run_1/m1.png
The bar under the picture is 50 um long.
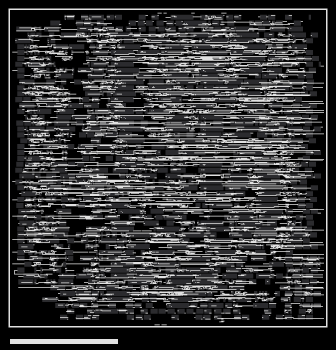
run_1/m2.png
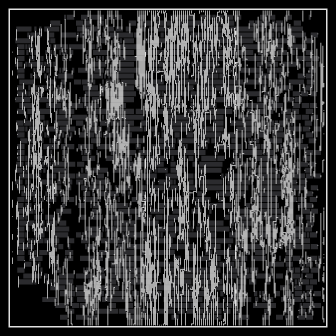
run_1/m3.png
The bar under the picture is 50 um long.
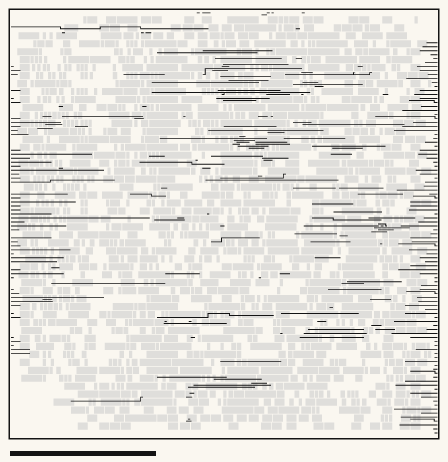
## src/rtl/axi_lite_pkg.sv

```systemverilog
// Shared definitions for the AXI4-Lite register slave.
//   RESP_OKAY / RESP_SLVERR : BRESP/RRESP encodings
//   ADDR_LSB                : first address bit of the word index
//   w_state_t / r_state_t   : write and read channel FSM encodings
//   idx_width()             : register-index width for a given bank size
package axi_lite_pkg;

    localparam logic [1:0] RESP_OKAY   = 2'b00;
    localparam logic [1:0] RESP_SLVERR = 2'b10;

    localparam int ADDR_LSB = 2;

    typedef enum logic {
        W_IDLE = 1'b0,
        W_RESP = 1'b1
    } w_state_t;

    typedef enum logic {
        R_IDLE = 1'b0,
        R_RESP = 1'b1
    } r_state_t;

    // A single-register bank still needs a one-bit index port.
    function automatic int idx_width(input int n);
        return (n > 1) ? $clog2(n) : 1;
    endfunction

endpackage

```

## src/rtl/axi_lite_regfile.sv

```systemverilog
// Register storage for the AXI4-Lite slave.
//   ACLK, ARESETn : clock, synchronous active-low clear of all registers
//   wr_en, wr_idx, wr_data, wr_strb : byte-strobed write port
//   rd_idx, rd_data                 : combinational read port
//   regs_out                        : flat view, register i on [32i+31:32i]
module axi_lite_regfile
    import axi_lite_pkg::*;
#(
    parameter int NUM_REGS = 4,
    parameter int IDX_W    = idx_width(NUM_REGS)
) (
    input  logic                     ACLK,
    input  logic                     ARESETn,
    input  logic                     wr_en,
    input  logic [IDX_W-1:0]         wr_idx,
    input  logic [31:0]              wr_data,
    input  logic [3:0]               wr_strb,
    input  logic [IDX_W-1:0]         rd_idx,
    output logic [31:0]              rd_data,
    output logic [32*NUM_REGS-1:0]   regs_out
);

    logic [31:0] regs_q [NUM_REGS];

    always_ff @(posedge ACLK) begin
        if (!ARESETn) begin
            for (int i = 0; i < NUM_REGS; i++) begin
                regs_q[i] <= '0;
            end
        end else if (wr_en) begin
            for (int i = 0; i < NUM_REGS; i++) begin
                if (wr_idx == IDX_W'(i)) begin
                    for (int b = 0; b < 4; b++) begin
                        if (wr_strb[b]) begin
                            regs_q[i][8*b +: 8] <= wr_data[8*b +: 8];
                        end
                    end
                end
            end
        end
    end

    // Compare-based select keeps indices beyond a non-power-of-two bank
    // from ever addressing outside the array; they read as zero.
    always_comb begin
        rd_data = '0;
        for (int i = 0; i < NUM_REGS; i++) begin
            if (rd_idx == IDX_W'(i)) begin
                rd_data = regs_q[i];
            end
        end
    end

    for (genvar g = 0; g < NUM_REGS; g++) begin : g_out
        assign regs_out[32*g +: 32] = regs_q[g];
    end

endmodule

```

## src/rtl/axi_lite_slave.sv

```systemverilog
// AXI4-Lite slave exposing NUM_REGS 32-bit read/write registers.
//   ACLK, ARESETn          : clock, synchronous active-low reset
//   S_AXI_AW* / S_AXI_W*   : write address / data channels (PROT ignored)
//   S_AXI_B*               : write response channel
//   S_AXI_AR* / S_AXI_R*   : read address / data channels (PROT ignored)
//   REGS_OUT               : flat register contents, register i on [32i+31:32i]
//
// Write FSM
//   state  | meaning
//   W_IDLE | collecting AW and W (either order); commit once both held
//   W_RESP | BVALID high, waiting for BREADY
// Read FSM
//   state  | meaning
//   R_IDLE | ARREADY high, waiting for an address
//   R_RESP | RVALID high, waiting for RREADY
module axi_lite_slave
    import axi_lite_pkg::*;
#(
    parameter int NUM_REGS   = 4,
    parameter int ADDR_WIDTH = 32
) (
    input  logic                     ACLK,
    input  logic                     ARESETn,
    input  logic [ADDR_WIDTH-1:0]    S_AXI_AWADDR,
    input  logic [2:0]               S_AXI_AWPROT,
    input  logic                     S_AXI_AWVALID,
    output logic                     S_AXI_AWREADY,
    input  logic [31:0]              S_AXI_WDATA,
    input  logic [3:0]               S_AXI_WSTRB,
    input  logic                     S_AXI_WVALID,
    output logic                     S_AXI_WREADY,
    output logic [1:0]               S_AXI_BRESP,
    output logic                     S_AXI_BVALID,
    input  logic                     S_AXI_BREADY,
    input  logic [ADDR_WIDTH-1:0]    S_AXI_ARADDR,
    input  logic [2:0]               S_AXI_ARPROT,
    input  logic                     S_AXI_ARVALID,
    output logic                     S_AXI_ARREADY,
    output logic [31:0]              S_AXI_RDATA,
    output logic [1:0]               S_AXI_RRESP,
    output logic                     S_AXI_RVALID,
    input  logic                     S_AXI_RREADY,
    output logic [32*NUM_REGS-1:0]   REGS_OUT
);

    localparam int IDX_W  = idx_width(NUM_REGS);
    localparam int WORD_W = ADDR_WIDTH - ADDR_LSB;
    localparam logic [WORD_W-1:0] NUM_REGS_WORD = WORD_W'(NUM_REGS);

    // ---------------- write channel state ----------------
    w_state_t              w_state, w_state_n;
    logic                  have_aw, have_aw_n;
    logic                  have_w, have_w_n;
    logic [ADDR_WIDTH-1:0] aw_addr_q, aw_addr_n;
    logic [31:0]           w_data_q, w_data_n;
    logic [3:0]            w_strb_q, w_strb_n;
    logic                  awready_q, awready_n;
    logic                  wready_q, wready_n;
    logic                  bvalid_q, bvalid_n;
    logic [1:0]            bresp_q, bresp_n;

    // ---------------- read channel state ----------------
    r_state_t              r_state, r_state_n;
    logic                  arready_q, arready_n;
    logic                  rvalid_q, rvalid_n;
    logic [31:0]           rdata_q, rdata_n;
    logic [1:0]            rresp_q, rresp_n;

    // ---------------- decode / regfile hookup ----------------
    logic [WORD_W-1:0]     wr_word, rd_word;
    logic                  wr_in_range, rd_in_range;
    logic                  wr_en;
    logic [31:0]           rf_rd_data;
    logic                  aw_hs, w_hs, ar_hs;
    logic                  unused_bits;

    assign aw_hs = S_AXI_AWVALID && awready_q;
    assign w_hs  = S_AXI_WVALID  && wready_q;
    assign ar_hs = S_AXI_ARVALID && arready_q;

    // Decode uses the "next" holding value so a same-edge handshake commits
    // straight from the bus without a wasted cycle.
    assign wr_word     = aw_addr_n[ADDR_WIDTH-1:ADDR_LSB];
    assign rd_word     = S_AXI_ARADDR[ADDR_WIDTH-1:ADDR_LSB];
    assign wr_in_range = (wr_word < NUM_REGS_WORD);
    assign rd_in_range = (rd_word < NUM_REGS_WORD);

    assign unused_bits = ^{S_AXI_AWPROT, S_AXI_ARPROT,
                           aw_addr_n[ADDR_LSB-1:0], S_AXI_ARADDR[ADDR_LSB-1:0]};

    axi_lite_regfile #(
        .NUM_REGS (NUM_REGS),
        .IDX_W    (IDX_W)
    ) u_regfile (
        .ACLK     (ACLK),
        .ARESETn  (ARESETn),
        .wr_en    (wr_en),
        .wr_idx   (wr_word[IDX_W-1:0]),
        .wr_data  (w_data_n),
        .wr_strb  (w_strb_n),
        .rd_idx   (rd_word[IDX_W-1:0]),
        .rd_data  (rf_rd_data),
        .regs_out (REGS_OUT)
    );

    // ---------------- write FSM ----------------
    always_ff @(posedge ACLK) begin
        if (!ARESETn) begin
            w_state   <= W_IDLE;
            have_aw   <= 1'b0;
            have_w    <= 1'b0;
            aw_addr_q <= '0;
            w_data_q  <= '0;
            w_strb_q  <= '0;
            awready_q <= 1'b0;
            wready_q  <= 1'b0;
            bvalid_q  <= 1'b0;
            bresp_q   <= RESP_OKAY;
        end else begin
            w_state   <= w_state_n;
            have_aw   <= have_aw_n;
            have_w    <= have_w_n;
            aw_addr_q <= aw_addr_n;
            w_data_q  <= w_data_n;
            w_strb_q  <= w_strb_n;
            awready_q <= awready_n;
            wready_q  <= wready_n;
            bvalid_q  <= bvalid_n;
            bresp_q   <= bresp_n;
        end
    end

    always_comb begin
        w_state_n = w_state;
        have_aw_n = have_aw;
        have_w_n  = have_w;
        aw_addr_n = aw_addr_q;
        w_data_n  = w_data_q;
        w_strb_n  = w_strb_q;
        awready_n = awready_q;
        wready_n  = wready_q;
        bvalid_n  = bvalid_q;
        bresp_n   = bresp_q;
        wr_en     = 1'b0;
        case (w_state)
            W_IDLE: begin
                if (aw_hs) begin
                    have_aw_n = 1'b1;
                    aw_addr_n = S_AXI_AWADDR;
                end
                if (w_hs) begin
                    have_w_n = 1'b1;
                    w_data_n = S_AXI_WDATA;
                    w_strb_n = S_AXI_WSTRB;
                end
                if (have_aw_n && have_w_n) begin
                    wr_en     = wr_in_range;
                    bvalid_n  = 1'b1;
                    bresp_n   = wr_in_range ? RESP_OKAY : RESP_SLVERR;
                    have_aw_n = 1'b0;
                    have_w_n  = 1'b0;
                    awready_n = 1'b0;
                    wready_n  = 1'b0;
                    w_state_n = W_RESP;
                end else begin
                    awready_n = !have_aw_n;
                    wready_n  = !have_w_n;
                end
            end
            W_RESP: begin
                if (S_AXI_BREADY) begin
                    bvalid_n  = 1'b0;
                    awready_n = 1'b1;
                    wready_n  = 1'b1;
                    w_state_n = W_IDLE;
                end
            end
            default: begin
                w_state_n = W_IDLE;
            end
        endcase
    end

    // ---------------- read FSM ----------------
    always_ff @(posedge ACLK) begin
        if (!ARESETn) begin
            r_state   <= R_IDLE;
            arready_q <= 1'b0;
            rvalid_q  <= 1'b0;
            rdata_q   <= '0;
            rresp_q   <= RESP_OKAY;
        end else begin
            r_state   <= r_state_n;
            arready_q <= arready_n;
            rvalid_q  <= rvalid_n;
            rdata_q   <= rdata_n;
            rresp_q   <= rresp_n;
        end
    end

    // The regfile read is combinational from the current register contents,
    // so a read colliding with a same-edge write captures the old value.
    always_comb begin
        r_state_n = r_state;
        arready_n = arready_q;
        rvalid_n  = rvalid_q;
        rdata_n   = rdata_q;
        rresp_n   = rresp_q;
        case (r_state)
            R_IDLE: begin
                arready_n = 1'b1;
                if (ar_hs) begin
                    rdata_n   = rd_in_range ? rf_rd_data : 32'h0;
                    rresp_n   = rd_in_range ? RESP_OKAY : RESP_SLVERR;
                    rvalid_n  = 1'b1;
                    arready_n = 1'b0;
                    r_state_n = R_RESP;
                end
            end
            R_RESP: begin
                if (S_AXI_RREADY) begin
                    rvalid_n  = 1'b0;
                    arready_n = 1'b1;
                    r_state_n = R_IDLE;
                end
            end
            default: begin
                r_state_n = R_IDLE;
            end
        endcase
    end

    assign S_AXI_AWREADY = awready_q;
    assign S_AXI_WREADY  = wready_q;
    assign S_AXI_BVALID  = bvalid_q;
    assign S_AXI_BRESP   = bresp_q;
    assign S_AXI_ARREADY = arready_q;
    assign S_AXI_RVALID  = rvalid_q;
    assign S_AXI_RDATA   = rdata_q;
    assign S_AXI_RRESP   = rresp_q;

endmodule

```

## config.mk

```make
export PLATFORM = sky130hd
export DESIGN_NAME = axi_lite_slave
export DESIGN_NICKNAME = d
export VERILOG_FILES = /design/src/rtl/axi_lite_pkg.sv /design/src/rtl/axi_lite_regfile.sv /design/src/rtl/axi_lite_slave.sv
export SDC_FILE = /design/constraint.sdc
export NUM_CORES = 1
export LEC_CHECK = 0
export ABC_AREA = 1
export ABC_CLOCK_PERIOD_IN_PS = 2800
export CORE_MARGIN = 2
export CORE_UTILIZATION = 49
export CTS_BUF_LIST = sky130_fd_sc_hd__clkbuf_4 sky130_fd_sc_hd__clkbuf_8
export DETAILED_ROUTE_END_ITERATION = 10
export GPL_ROUTABILITY_DRIVEN = 0
export PLACE_DENSITY_LB_ADDON = 0.08
export SYNTH_ARGS = -nofsm -noshare
export SYNTH_HDL_FRONTEND = slang
export SYNTH_SLANG_ARGS = --single-unit
```

## constraint.sdc

```tcl
create_clock -name ACLK -period 2.8 [get_ports ACLK]
set_clock_uncertainty 0.15 [all_clocks]
set_input_delay 0.42 -clock ACLK [delete_from_list [all_inputs] [get_ports ACLK]]
set_output_delay 0.42 -clock ACLK [all_outputs]
set_load 0.03 [all_outputs]
```

==> job_summary.md, run 1 <==
### Flow metrics

| Metric | Value |
|---|---|
| First-pass GRT wire length | `around 43,000 um` |
| Layout cell share with drive strength beyond 1 | `13.19%` |
| Non-clk buf share | `between 20% and 30%` |
| Mi-comb count | `679` |
| Post-cts resize count | `0` |
| Die Height | `between 100 and 150 um` |
| Max reg flops | `128` |
| Synth Seq Share | `60.85%` |
| Logic area | `3283 um2` |
| Hold buffers post-CTS | `0` |
| Clock transition at path regs | `0.06 ns` |
| Final Critical Period | `2.507 ns` |
| DP HPWL | `approximately 21,000 um` |
| Register share of total power | `between 40% and 50%` |
| Crit-path slowest cell | `dfxtp_1` |
| N_diodes | `1` |
| Adder Area Share | `0%` |
| Top reg by flops | `u_regfile.regs_q` |
| Mapped Avg Cell Area | `9.343 um2` |
| Final Slew Violations | `0` |
| CP max FO | `23` |
| Pwr Density | `567.1 nW/um2` |
| Clk pwr share | `38.3%` |
| I/O pins | `282` |
| Status | `completed` |
| ClkCell Share | `around 5.7%` |
| CTS tree | `built` |
| P_clk | `3.12 mW` |
| Top cells by count, synth | `nor2_1 (253), nand2_1 (182), edfxtp_1 (128)` |
| Clock sink count | `237` |
| Core area | `20,040 um2` |
| Crit-path max cell delay | `0.43 ns` |
| Synth Instances | `1,060` |
| Log Warnings | `36` |
| Logic pwr share | `14.1%` |
| Fin nets | `approximately 1.5k` |
| Setup slack after layout | `approximately 0.3 ns` |
| N_taps | `270` |
| Dpl cells | `1,638` |
| Critical path's top delay family | `simple AND/OR/NAND/NOR gates` |
| Leakage | `~5.5 nW` |
| Worst skew pair latency | `0.53 ns` |
| Crit-path cells | `nand2_1 -> nor2_4 -> buf_12 -> nand2_1 -> nand2_1 -> nand2_1 -> nor2_1 -> nand2_1 -> nor2_8 -> buf_4 -> nand3_4 -> nand2_1 -> buf_12` |
| Bufs w/o clock | `357` |
| Filler cell count | `approximately 1.6k` |
| # port buffers | `269` |
| Starting Density | `49.42%` |
| Wire per inst | `16.25 um` |
| Fin cells | `1,711` |
| Synth Area in Simple Gates | `23.07%` |
| Largest area contributor in the netlist | `edfxtp_1` |
| Worst-Margin Slew | `approximately 0.55 ns` |
| Signal inverters | `roughly 95` |
| Worst hold path class | `reg2reg` |
| Post-Route M1 WL | `11,790 um` |
| Number of clock buffers in the layout | `63` |
| H-tree depth | `2` |
| # Max-Cap Violations | `0` |
| Post-Syn Area | `9903 um2` |
| Logic power comb | `about 1.2 mW` |
| Pre-CTS worst setup slack | `-0.2366 ns` |
| WP data required | `between 2 and 3 ns` |
| TritonCTS Buffers | `39` |
| Antenna violations before repair | `1` |
| Sequential cell power | `3.87 mW` |
| Final Hold Fails | `0` |
| Final setup fails | `0` |
| Die area | `21,360 um2` |
| Mux cell area share | `about 2.4%` |
| Comb/total area | `22.86%` |
| CP Data Arrival Time | `2.60 ns` |
| RSZ-0062 raised after global routing | `no` |
| Setup TNS | `0 ns` |
| Yosys chip area | `9903 um2` |
| Post-route ant nets | `0` |
| Cell area leaders | `edfxtp_1 (39%), dfxtp_1 (22%), nor2_1 (9.6%), nand2_1 (6.9%), inv_1 (3.5%)` |
| YS warnings | `0` |
| Die width | `146.2 um` |
| Synth top area share | `~39%` |
| Met2 routed wirelength | `12,590 um` |
| Critical path class | `reg2reg` |
| Congestion Overflow GR | `0` |
| Highest routed layer | `met4` |
| GRT Total Usage | `25.68%` |
| Clk root buf | `clkbuf_8` |
| Vias/cell | `5.019` |
| Flop count | `around 240` |
| Int Power | `6.074 mW` |
| Yosys cell count | `1,060` |
| Area growth syn-to-layout | `45.04%` |
| Maximum clock path buffer count | `3` |
| Initial DRC Count | `roughly 500` |
| Critical path capture point type | `flip-flop` |
| WL met3 | `between 2000 and 3000 um` |
| Buffers & Inverters on Critical Path | `3` |
| Rows | `approximately 52` |
| Number of synthesized register bits | `237` |
| Yosys cell types | `32` |
| Residual DRC | `0` |
| Psw | `2.072 mW` |
| Tcrit/Tclk final | `89.52%` |
| Largest net degree at the start of global routing | `38` |
| Drt pass-1 iters | `5` |
| Sw frac | `about a quarter` |
| Register area | `6026 um2` |
| Most used standard cell by instance count after synthesis | `nor2_1` |
| Yosys xor share | `0%` |
| Top pwr grp | `sequential cells` |
| Headroom to the max-slew limit | `~63%` |
| Startpoint Class | `flip-flop` |
| Vias in the first global route | `around 8.3k` |
| Seq area share | `41.95%` |
| Setup repair bufs after CTS | `0` |
| Fmax | `around 400 MHz` |
| Complex Gates by Area | `7.505%` |
| Post-synth ARST share | `0%` |
| Peak VDD IR | `402.1 uV` |
| Power after layout | `8.146 mW` |
| Utilization after layout | `71.68%` |
| Cell class ranked first by area | `flip-flops and latches` |
| Flip-flops with a built-in enable | `128` |
| Top FF cell, synth | `edfxtp_1` |
| Logic family by area | `simple AND/OR/NAND/NOR gates` |
| Most frequent CP cell | `nand2_1` |
About m1.png:
nets with wire on the layer = 1,339
wire length on this layer = 11,800 um
longest straight run = 45.5 um
main direction = horizontal
WL final: 27,810 um
met1 usage: 34.62%

About m2.png:
nets with wire on the layer = 1,227
main direction = vertical
longest straight run = 73.1 um
wire length on this layer = 12,600 um
share of all routed wire = 45%
met2 Usage GRT: 40.09%
vias: 8,588

About m3.png:
main direction = horizontal
wire length on this layer = 2,670 um
grt met3 use: 6.844%

[run 1: path summary, 6_finish.rpt]
check / start / end / slack (ns) / cells after the start
setup / recovery: S_AXI_AWREADY / u_regfile.regs_q[3][1] / 0.29 / 13
hold / removal: have_w / have_w / 0.30 / 2
setup reg to reg: S_AXI_AWREADY / u_regfile.regs_q[3][1] / 0.29 / 13
hold reg to reg: have_w / have_w / 0.30 / 2
[run 1: cells in the final DEF (no fill, tap or decap)]
cell type / count
o21ai_0: 29
clkdlybuf4s50_1: 269
clkinv_1: 3
o211ai_1: 26
clkbuf_4: 20
nand2_1: 182
nor3_1: 25
o21ai_1: 8
nand4_1: 1
o22ai_1: 14
nor2_2: 9
a211oi_1: 1
inv_6: 1
buf_4: 73
nand3_1: 37
a21oi_1: 43
or2_2: 2
dfxtp_1: 109
clkbuf_8: 43
nor2_1: 252
diode_2: 1
nor2_8: 2
mux2i_1: 24
conb_1: 2
nand3_4: 10
bufinv_16: 1
edfxtp_1: 128
buf_12: 15
o221ai_1: 6
inv_2: 2
clkinvlp_4: 1
clkinv_2: 5
nand3_2: 4
nor2_4: 2
inv_1: 91
[run 1: routing by layer]
layer | vias to the layer above | GRT usage (%)
met5 | - | 0
met4 | 0 | 9.660
met3 | 57 | 6.844
met2 | 389 | 40.09
met1 | 3933 | 34.62
li1 | 4209 | -
[run 1: worst register-to-register path: cells and delay by family (launching register included)]
kind,cells,cell delay [ns]
buffers and inverters,3,0.50
flip-flops,1,0.43
AND/OR/NAND/NOR,10,1.13
[run 1: stage by stage]
stage,area (um2),hold slack (ns)
finish,14360,0.3013
global route,14360,0.3348
CTS,14360,0.3117
detailed placement,13550,0.3019
global placement,13550,0.2907
floorplan,9907,0.2786
run_1/ff_map.png
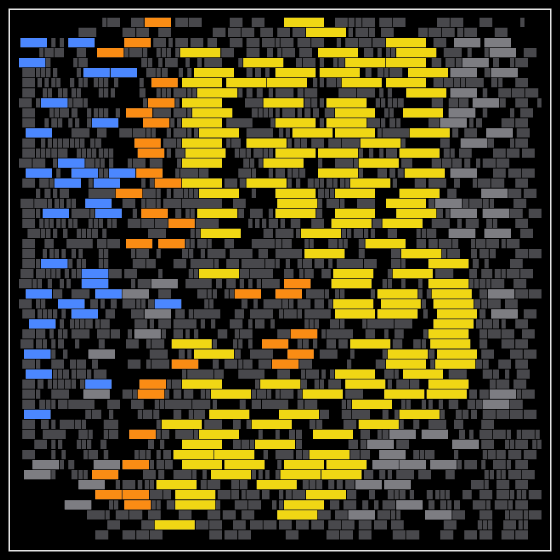

==> run 2: changes to the inputs <==
GPL_TIMING_DRIVEN = 0   (was default)
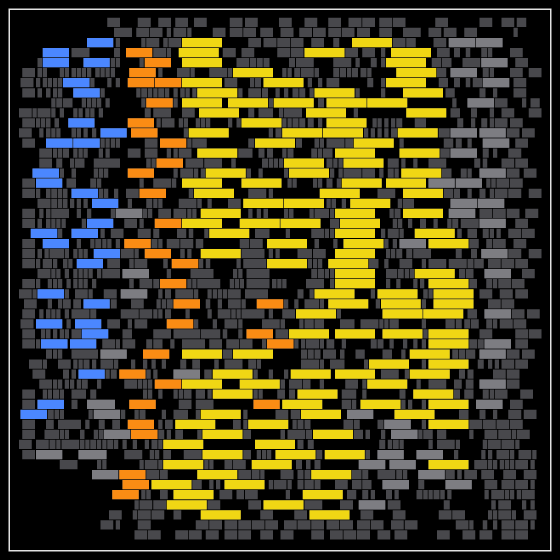
run_2/ff_map.png
blue -> aw_addr_q  # sequential cells 30
yellow -> u_regfile.regs_q  # sequential cells 128
orange -> w_data_q  # sequential cells 32, where a vertical strip on the left
Seq area share: 43.57%
sequential cell power: 3.88 mW
utilization after layout: 69.05%

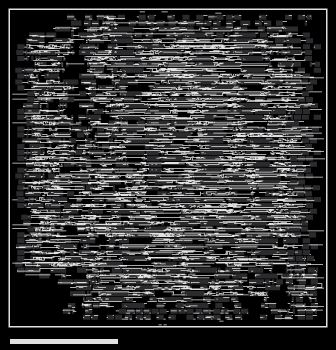
run_2/m1.png
The bar under the picture is 50 um long.
nets with wire on the layer = 1,311
share of all routed wire = 40%
main direction = horizontal
wire length on this layer = 12,000 um
met1 usage: 35.56%
WL final: 29,680 um
vias: 8,573

==> job_summary.md, run 2 <==
### Flow metrics

| Metric | Value |
|---|---|
| Commonest Layout Cell | `clkdlybuf4s50_1` |
| Status | `completed` |
| Met2 routed wirelength | `13,720 um (+9.0%)` |
| Post-route ant nets | `0 (unchanged)` |
| N_diodes | `0 (-1)` |
| CP max FO | `10 (-57%)` |
| Peak VDD IR | `415.9 uV (+3.4%)` |
| Clock sink count | `237 (unchanged)` |
| Register share of total power | `48.4% (+0.8 points)` |
| Hold buffers post-CTS | `0 (unchanged)` |
| Tcrit/Tclk final | `94.78% (+5.3 points)` |
| Critical path capture point type | `flip-flop` |
| Final Slew Violations | `0 (unchanged)` |
| TritonCTS Buffers | `39 (unchanged)` |
| Highest routed layer | `met4` |
| # Max-Cap Violations | `0 (unchanged)` |
| Critical path class | `in2reg` |
| Die area | `21,360 um2 (unchanged)` |
| Int Power | `5.936 mW (-2.3%)` |
| WP data required | `2.86 ns (-0.04 ns)` |
| Worst skew pair latency | `0.53 ns (about the same)` |
| Register area | `6028 um2 (about the same)` |
| Logic area | `3386 um2 (+3.1%)` |
| Vias in the first global route | `8,067 (-2.8%)` |
| Worst hold slack | `0.3005 ns (-0.0008330 ns)` |
| Die width | `146.2 um (unchanged)` |
| Top FF cell, synth | `edfxtp_1` |
| Headroom to the max-slew limit | `8.204% (-55 points)` |
| GRT Total Usage | `27.00% (+1.3 points)` |
| Psw | `2.089 mW (+0.84%)` |
| Synth Instances | `1,060 (unchanged)` |
| Log Warnings | `37 (+2.8%)` |
| Top reg by flops | `u_regfile.regs_q` |
| Post-Syn Area | `9903 um2 (unchanged)` |
| Top cells by count, synth | `nor2_1 (253), nand2_1 (182), edfxtp_1 (128)` |
| Post-cts resize count | `12 (+12)` |
| Yosys chip area | `9903 um2 (unchanged)` |
| Rows | `52 (unchanged)` |
| GRT Max-Usage Layer | `met2` |
| Congestion Overflow GR | `0 (unchanged)` |
| Area growth syn-to-layout | `39.72%` |
| Power after layout | `8.025 mW (-1.5%)` |
| First-pass GRT wire length | `44,770 um (+3.0%)` |
| WL met3 | `3251 um (+22%)` |
| Synth Seq Share | `60.85% (unchanged)` |
| Die Height | `146.2 um (unchanged)` |
| Clk root buf | `clkbuf_8` |
| Fin nets | `1,484 (-2.5%)` |
| Logic pwr share | `13.5% (-0.6 points)` |
| Pre-CTS worst setup slack | `-0.7439 ns (-0.5072 ns)` |
| Number of synthesized register bits | `237 (unchanged)` |
| Yosys cell count | `1,060 (unchanged)` |
| CP Data Arrival Time | `2.72 ns (+0.12 ns)` |
| Cell area leaders | `edfxtp_1 (39%), dfxtp_1 (22%), nor2_1 (9.6%), nand2_1 (6.9%), inv_1 (3.5%)` |
| CTS tree | `built` |
| Vias/cell | `5.134 (+2.3%)` |
| Startpoint Class | `input port` |
| Drt pass-1 iters | `5 (unchanged)` |
| Flip-flops with a built-in enable | `128 (unchanged)` |
| Starting Density | `49.42% (unchanged)` |
| Final setup fails | `0 (unchanged)` |
| DP HPWL | `22,780 um (+8.1%)` |
| Wire per inst | `17.77 um (+9.4%)` |
| Yosys cell types | `32 (unchanged)` |
| Final Hold Fails | `0 (unchanged)` |
| Sw frac | `26.03% (+0.60 points)` |
| Setup repair bufs after CTS | `0 (unchanged)` |
| Met2 Usage GRT | `43.61% (+3.5 points)` |
| Residual DRC | `0 (unchanged)` |
| Filler cell count | `1,626 (+0.062%)` |
| Post-Route M1 WL | `12,000 um (+1.8%)` |
| Mapped Avg Cell Area | `9.343 um2 (unchanged)` |
| Initial DRC Count | `646 (+29%)` |
| Clock transition at path regs | `0.06 ns (about the same)` |
| # port buffers | `268 (-0.37%)` |
| I/O pins | `282 (unchanged)` |
| Worst-Margin Slew | `1.377 ns (+0.8283 ns)` |
| Fin cells | `1,670 (-2.4%)` |
| Largest net degree at the start of global routing | `11 (-71%)` |
| Layout cell share with drive strength beyond 1 | `9.429% (-3.8 points)` |
| Antenna violations before repair | `0 (-1)` |
[run 2: cell counts after synthesis]
No cell type changed its count.
[run 2: cell type report]
class	count	area share (%)
clock buffers	65	5.516
inverters	95	2.577
flip-flops and latches	237	43.57
repair buffers	269	19.44
clock inverters	5	0.1899
multi-input cells	679	24.47
well taps	270	2.441
plain buffers	50	1.799
[run 2: power by group through the flow]
stage / combinational [mW] / sequential [mW] / clock (mW)
2_1_floorplan: 0.457 / 4.08 / 0
3_3_place_gp: 1.04 / 3.95 / 0
3_5_place_dp: 1.06 / 3.95 / 0
4_1_cts: 1.07 / 3.88 / 3.08
5_1_grt: 1.17 / 3.89 / 3.23
6_report: 1.08 / 3.88 / 3.06
[run 2: critical path, cell delays in order]
cell and delay (ns):
clkdlybuf4s50_1 0.54, nand2_1 0.13, nor2_4 0.19, buf_6 0.16, nand2_1 0.05, nand2_1 0.07
nand2_1 0.05, nor2_1 0.10, nand2_1 0.15, nor2_8 0.25, nand3_2 0.32, nand2_4 0.25
[run 2: metrics by stage]
stage | cell area, um2 | setup TNS (ns)
after detailed placement | 12930 | -86.54
after global placement | 12930 | -73.49
final | 13840 | 0
after floorplan | 9907 | 0
after CTS | 13750 | 0
after global routing | 13840 | -0.6954
[run 2: final timing paths]
kind	startpoint	endpoint	slack (ns)	cells after the start
worst max-delay path	S_AXI_AWVALID	u_regfile.regs_q[1][12]	0.15	12
worst min register to register	have_w	have_w	0.30	2
worst min-delay path	have_w	have_w	0.30	2
worst max register to register	w_state	u_regfile.regs_q[1][12]	0.16	9
[run 2: cell families after synthesis]
logic type | count (synthesis) | share of synthesized area, %
DFF | 237 | 60.85
other | 1 | 0.03787
muxes | 24 | 2.426
AOI/OAI and AO/OA | 127 | 7.505
and+or+nand+nor | 526 | 23.07
buffers and inverters | 145 | 6.115
run_2/placed.png
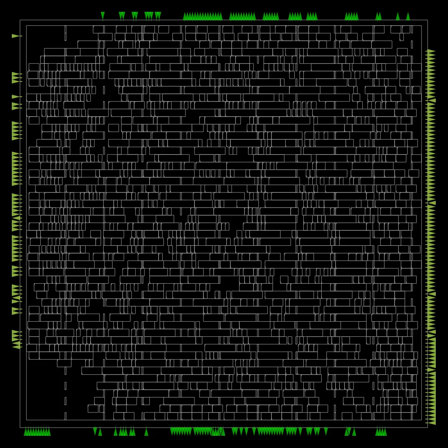

==> run 3: changes to the inputs <==
CAP_MARGIN = 30   (was default)
CELL_PAD_IN_SITES_DETAIL_PLACEMENT = 1   (was default)
CELL_PAD_IN_SITES_GLOBAL_PLACEMENT = 1   (was default)
DONT_BUFFER_PORTS = 1   (was default)
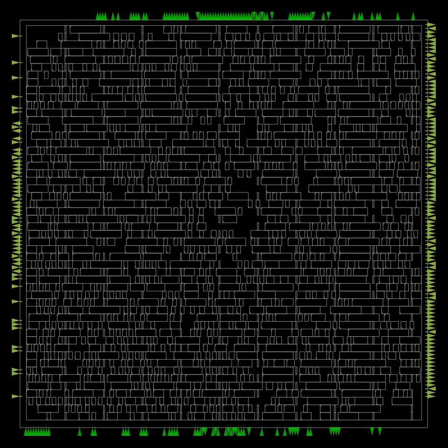
run_3/placed.png
n_taps: 270
flop count: 237
filler cell count: 2,267
utilization after layout: 60.47%
core area: 20,040 um2

==> job_summary.md, run 3 <==
### Flow metrics

| Metric | Value |
|---|---|
| Crit-path cells | `inv_2 -> nand3_4 -> buf_2 -> or2_2 -> o21ai_1 -> nand2_1 -> nor2_1 -> nand3_2 -> nand2_2` |
| Peak VDD IR | `409.7 uV (-1.5%)` |
| I/O pins | `282 (unchanged)` |
| Die Height | `146.2 um (unchanged)` |
| Yosys cell types | `32 (unchanged)` |
| TritonCTS Buffers | `40 (+2.6%)` |
| Final Hold Fails | `0 (unchanged)` |
| Register share of total power | `50.2% (+1.8 points)` |
| Vias in the first global route | `8,423 (+4.4%)` |
| Final Instance Area | `12,120 um2 (-12%)` |
| Congestion Overflow GR | `0 (unchanged)` |
| Worst hold slack | `0.01140 ns (-0.2891 ns)` |
| Yosys cell count | `1,060 (unchanged)` |
| Sw frac | `26.85% (+0.82 points)` |
| CP max FO | `10 (unchanged)` |
| Status | `completed` |
| Log Warnings | `37 (unchanged)` |
| RSZ-0062 raised after global routing | `yes` |
| Top reg by flops | `u_regfile.regs_q` |
| Mapped Avg Cell Area | `9.343 um2 (unchanged)` |
| Startpoint Class | `flip-flop` |
| Complex Gates by Area | `7.505% (unchanged)` |
| Wire per inst | `22.86 um (+29%)` |
| Top FF cell, synth | `edfxtp_1` |
| DP HPWL | `23,710 um (+4.1%)` |
| Final Slew Violations | `0 (unchanged)` |
| Pwr Density | `666.1 nW/um2` |
| Number of synthesized register bits | `237 (unchanged)` |
| Tcrit/Tclk final | `98.16% (+3.4 points)` |
| Initial DRC Count | `453 (-30%)` |
| Drt pass-1 iters | `5 (unchanged)` |
| Die width | `146.2 um (unchanged)` |
| # port buffers | `0 (-100%)` |
| Logic pwr share | `9.5% (-4.0 points)` |
| Critical path's top delay family | `simple AND/OR/NAND/NOR gates` |
| Yosys xor share | `0% (unchanged)` |
| Area growth syn-to-layout | `22.36%` |
| Synth Area in Simple Gates | `23.07% (unchanged)` |
| Setup slack, reg-to-reg | `0.05 ns (-0.11 ns)` |
| Synth Seq Share | `60.85% (unchanged)` |
| Antenna violations before repair | `0 (unchanged)` |
| Endpoint, Worst Hold | `w_strb_q[0]` |
| Cell area leaders | `edfxtp_1 (39%), dfxtp_1 (22%), nor2_1 (9.6%), nand2_1 (6.9%), inv_1 (3.5%)` |
| Critical hold path startpoint | `S_AXI_WSTRB[0]` |
| Vias | `8,081 (-5.7%)` |
| Int Power | `5.904 mW (-0.53%)` |
| Commonest Layout Cell | `nor2_1` |
| CTS tree | `built` |
| Top cells by count, synth | `nor2_1 (253), nand2_1 (182), edfxtp_1 (128)` |
| WL final | `33,830 um (+14%)` |
| Psw | `2.168 mW (+3.8%)` |
| Yosys chip area | `9903 um2 (unchanged)` |
| N_diodes | `0 (unchanged)` |
| WP data required | `2.86 ns (about the same)` |
| Largest area contributor in the netlist | `edfxtp_1` |
| Worst skew pair latency | `0.54 ns (about the same)` |
| Worst-Margin Slew | `1.028 ns (-0.3486 ns)` |
| Post-Syn Area | `9903 um2 (unchanged)` |
| Post-route ant nets | `0 (unchanged)` |
| GRT Total Usage | `31.01% (+4.0 points)` |
| Clock transition at path regs | `0.06 ns (about the same)` |
| Synth Instances | `1,060 (unchanged)` |
| R2r endpoint | `u_regfile.regs_q[0][17]` |
| Die area | `21,360 um2 (unchanged)` |
| Largest net degree at the start of global routing | `11 (unchanged)` |
| Max reg flops | `between 100 and 150` |
| Layout cell share with drive strength beyond 1 | `12.89% (+3.5 points)` |
| R2R Path Start | `w_state` |
| Buffers & Inverters on Critical Path | `2 (unchanged)` |
| Vias/cell | `5.460 (+6.4%)` |
| Worst hold path class | `in2reg` |
| Clock sink count | `237 (unchanged)` |
| Crit-path max cell delay | `0.36 ns (-0.18 ns)` |
| Critical path capture point type | `flip-flop` |
| Fin nets | `1,294 (-13%)` |
| Clk root buf | `clkbuf_8` |
| Synth top area share | `38.81%` |
| Reg2Reg Depth | `9 (unchanged)` |
| Mux cell area share | `2.426% (unchanged)` |
| Flip-flops with a built-in enable | `128 (unchanged)` |
| Crit-path slowest cell | `dfxtp_2` |
| Power after layout | `8.072 mW (+0.59%)` |
| Setup TNS | `0 ns (unchanged)` |
| Headroom to the max-slew limit | `31.44% (+23 points)` |
| Logic family by area | `simple AND/OR/NAND/NOR gates` |
| CP Data Arrival Time | `2.81 ns (+0.09 ns)` |
| Adder Area Share | `0% (unchanged)` |
| Pre-CTS worst setup slack | `-0.5291 ns (+0.2147 ns)` |
| YS warnings | `0` |
| H-tree depth | `2` |
| Rows | `52 (unchanged)` |
| Critical path class | `reg2reg` |
| First-pass GRT wire length | `49,960 um (+12%)` |
| Post-DP Area | `10,240 um2 (-21%)` |
| Final Critical Period | `between 2 and 3 ns` |
| Final setup fails | `0 (unchanged)` |
| Setup slack after layout | `0.05150 ns` |
| Post-synth ARST share | `0%` |
| Hold path cells | `2 (unchanged)` |
| Fin cells | `1,480 (-11%)` |
| Starting Density | `49.42% (unchanged)` |
| # Max-Cap Violations | `0 (unchanged)` |
| Residual DRC | `0 (unchanged)` |
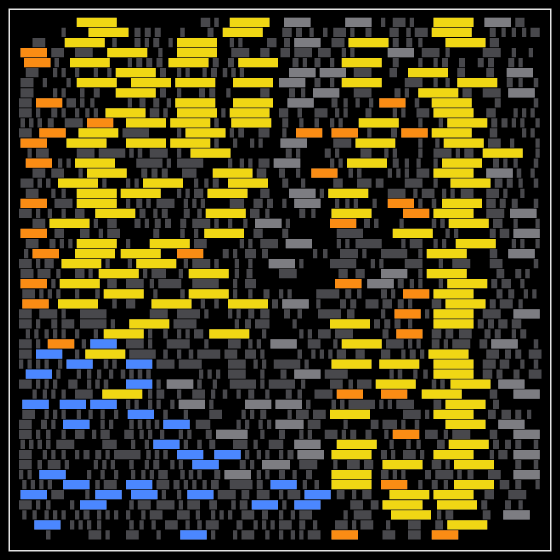
run_3/ff_map.png
yellow -> u_regfile.regs_q  # sequential cells 128, where widely spread
orange -> w_data_q  # sequential cells 32, where widely spread
blue -> aw_addr_q  # sequential cells 30
not colored = 47
Seq area share: 49.78%
register area: 6032 um2
sequential cell power: 4.05 mW

[run 3: cells by family after synthesis]
family | after synthesis
flip-flops | 237
other | 1
multiplexers | 24
AND/OR/NAND/NOR | 526
buffers and inverters | 145
AND-OR/OR-AND | 127
[run 3: cell type report]
cell class	count	area, um2	share of cell area (%)
Sequential cell	237	6032	49.78
Multi-Input combinational cell	679	3486	28.77
Clock buffer	70	832.0	6.866
Timing Repair Buffer	78	809.5	6.680
Inverter	95	356.6	2.943
Tap cell	270	337.8	2.788
Buffer	50	259.0	2.137
Clock inverter	1	5.005	0.04130
[run 3: power by group through the flow]
stage	combinational, mW	clock (mW)	sequential, mW
after floorplan	0.457	0	4.08
after global placement	0.630	0	4.12
after detailed placement	0.647	0	4.12
after CTS	0.735	3.26	4.05
after global routing	0.846	3.42	4.06
final	0.770	3.25	4.05
[run 3: worst max-delay path by stage]
stage / start / slack, ns / to / depth (start not counted)
after global routing: w_state / -0.08 / u_regfile.regs_q[0][20] / 9
after CTS: S_AXI_AWREADY / 0.003 / u_regfile.regs_q[0][26] / 12
after floorplan: S_AXI_AWREADY / 0.14 / u_regfile.regs_q[0][24] / 12
after detailed placement: S_AXI_AWREADY / -0.53 / u_regfile.regs_q[2][26] / 11
final: w_state / 0.05 / u_regfile.regs_q[0][17] / 9
after global placement: S_AXI_AWREADY / -0.51 / u_regfile.regs_q[1][15] / 11
[run 3: metal layers]
layer | track usage (%) | vias to the layer above | part of all wire (%)
met5 | 0 | - | 0
met4 | 10.00 | 0 | 2.3
met3 | 10.66 | 58 | 10
met2 | 53.96 | 331 | 50
met1 | 36.09 | 3945 | 38
li1 | - | 3747 | -
[run 3: timing repair]
item	CTS	global route
gates resized	32	24
endpoints found under the setup margin	206	138
hold buffers	63	0
setup buffers	0	14
hold endpoints to repair	66	0
pin swaps	0	6
No activity file was given, so power comes from the tool's default toggle rates.
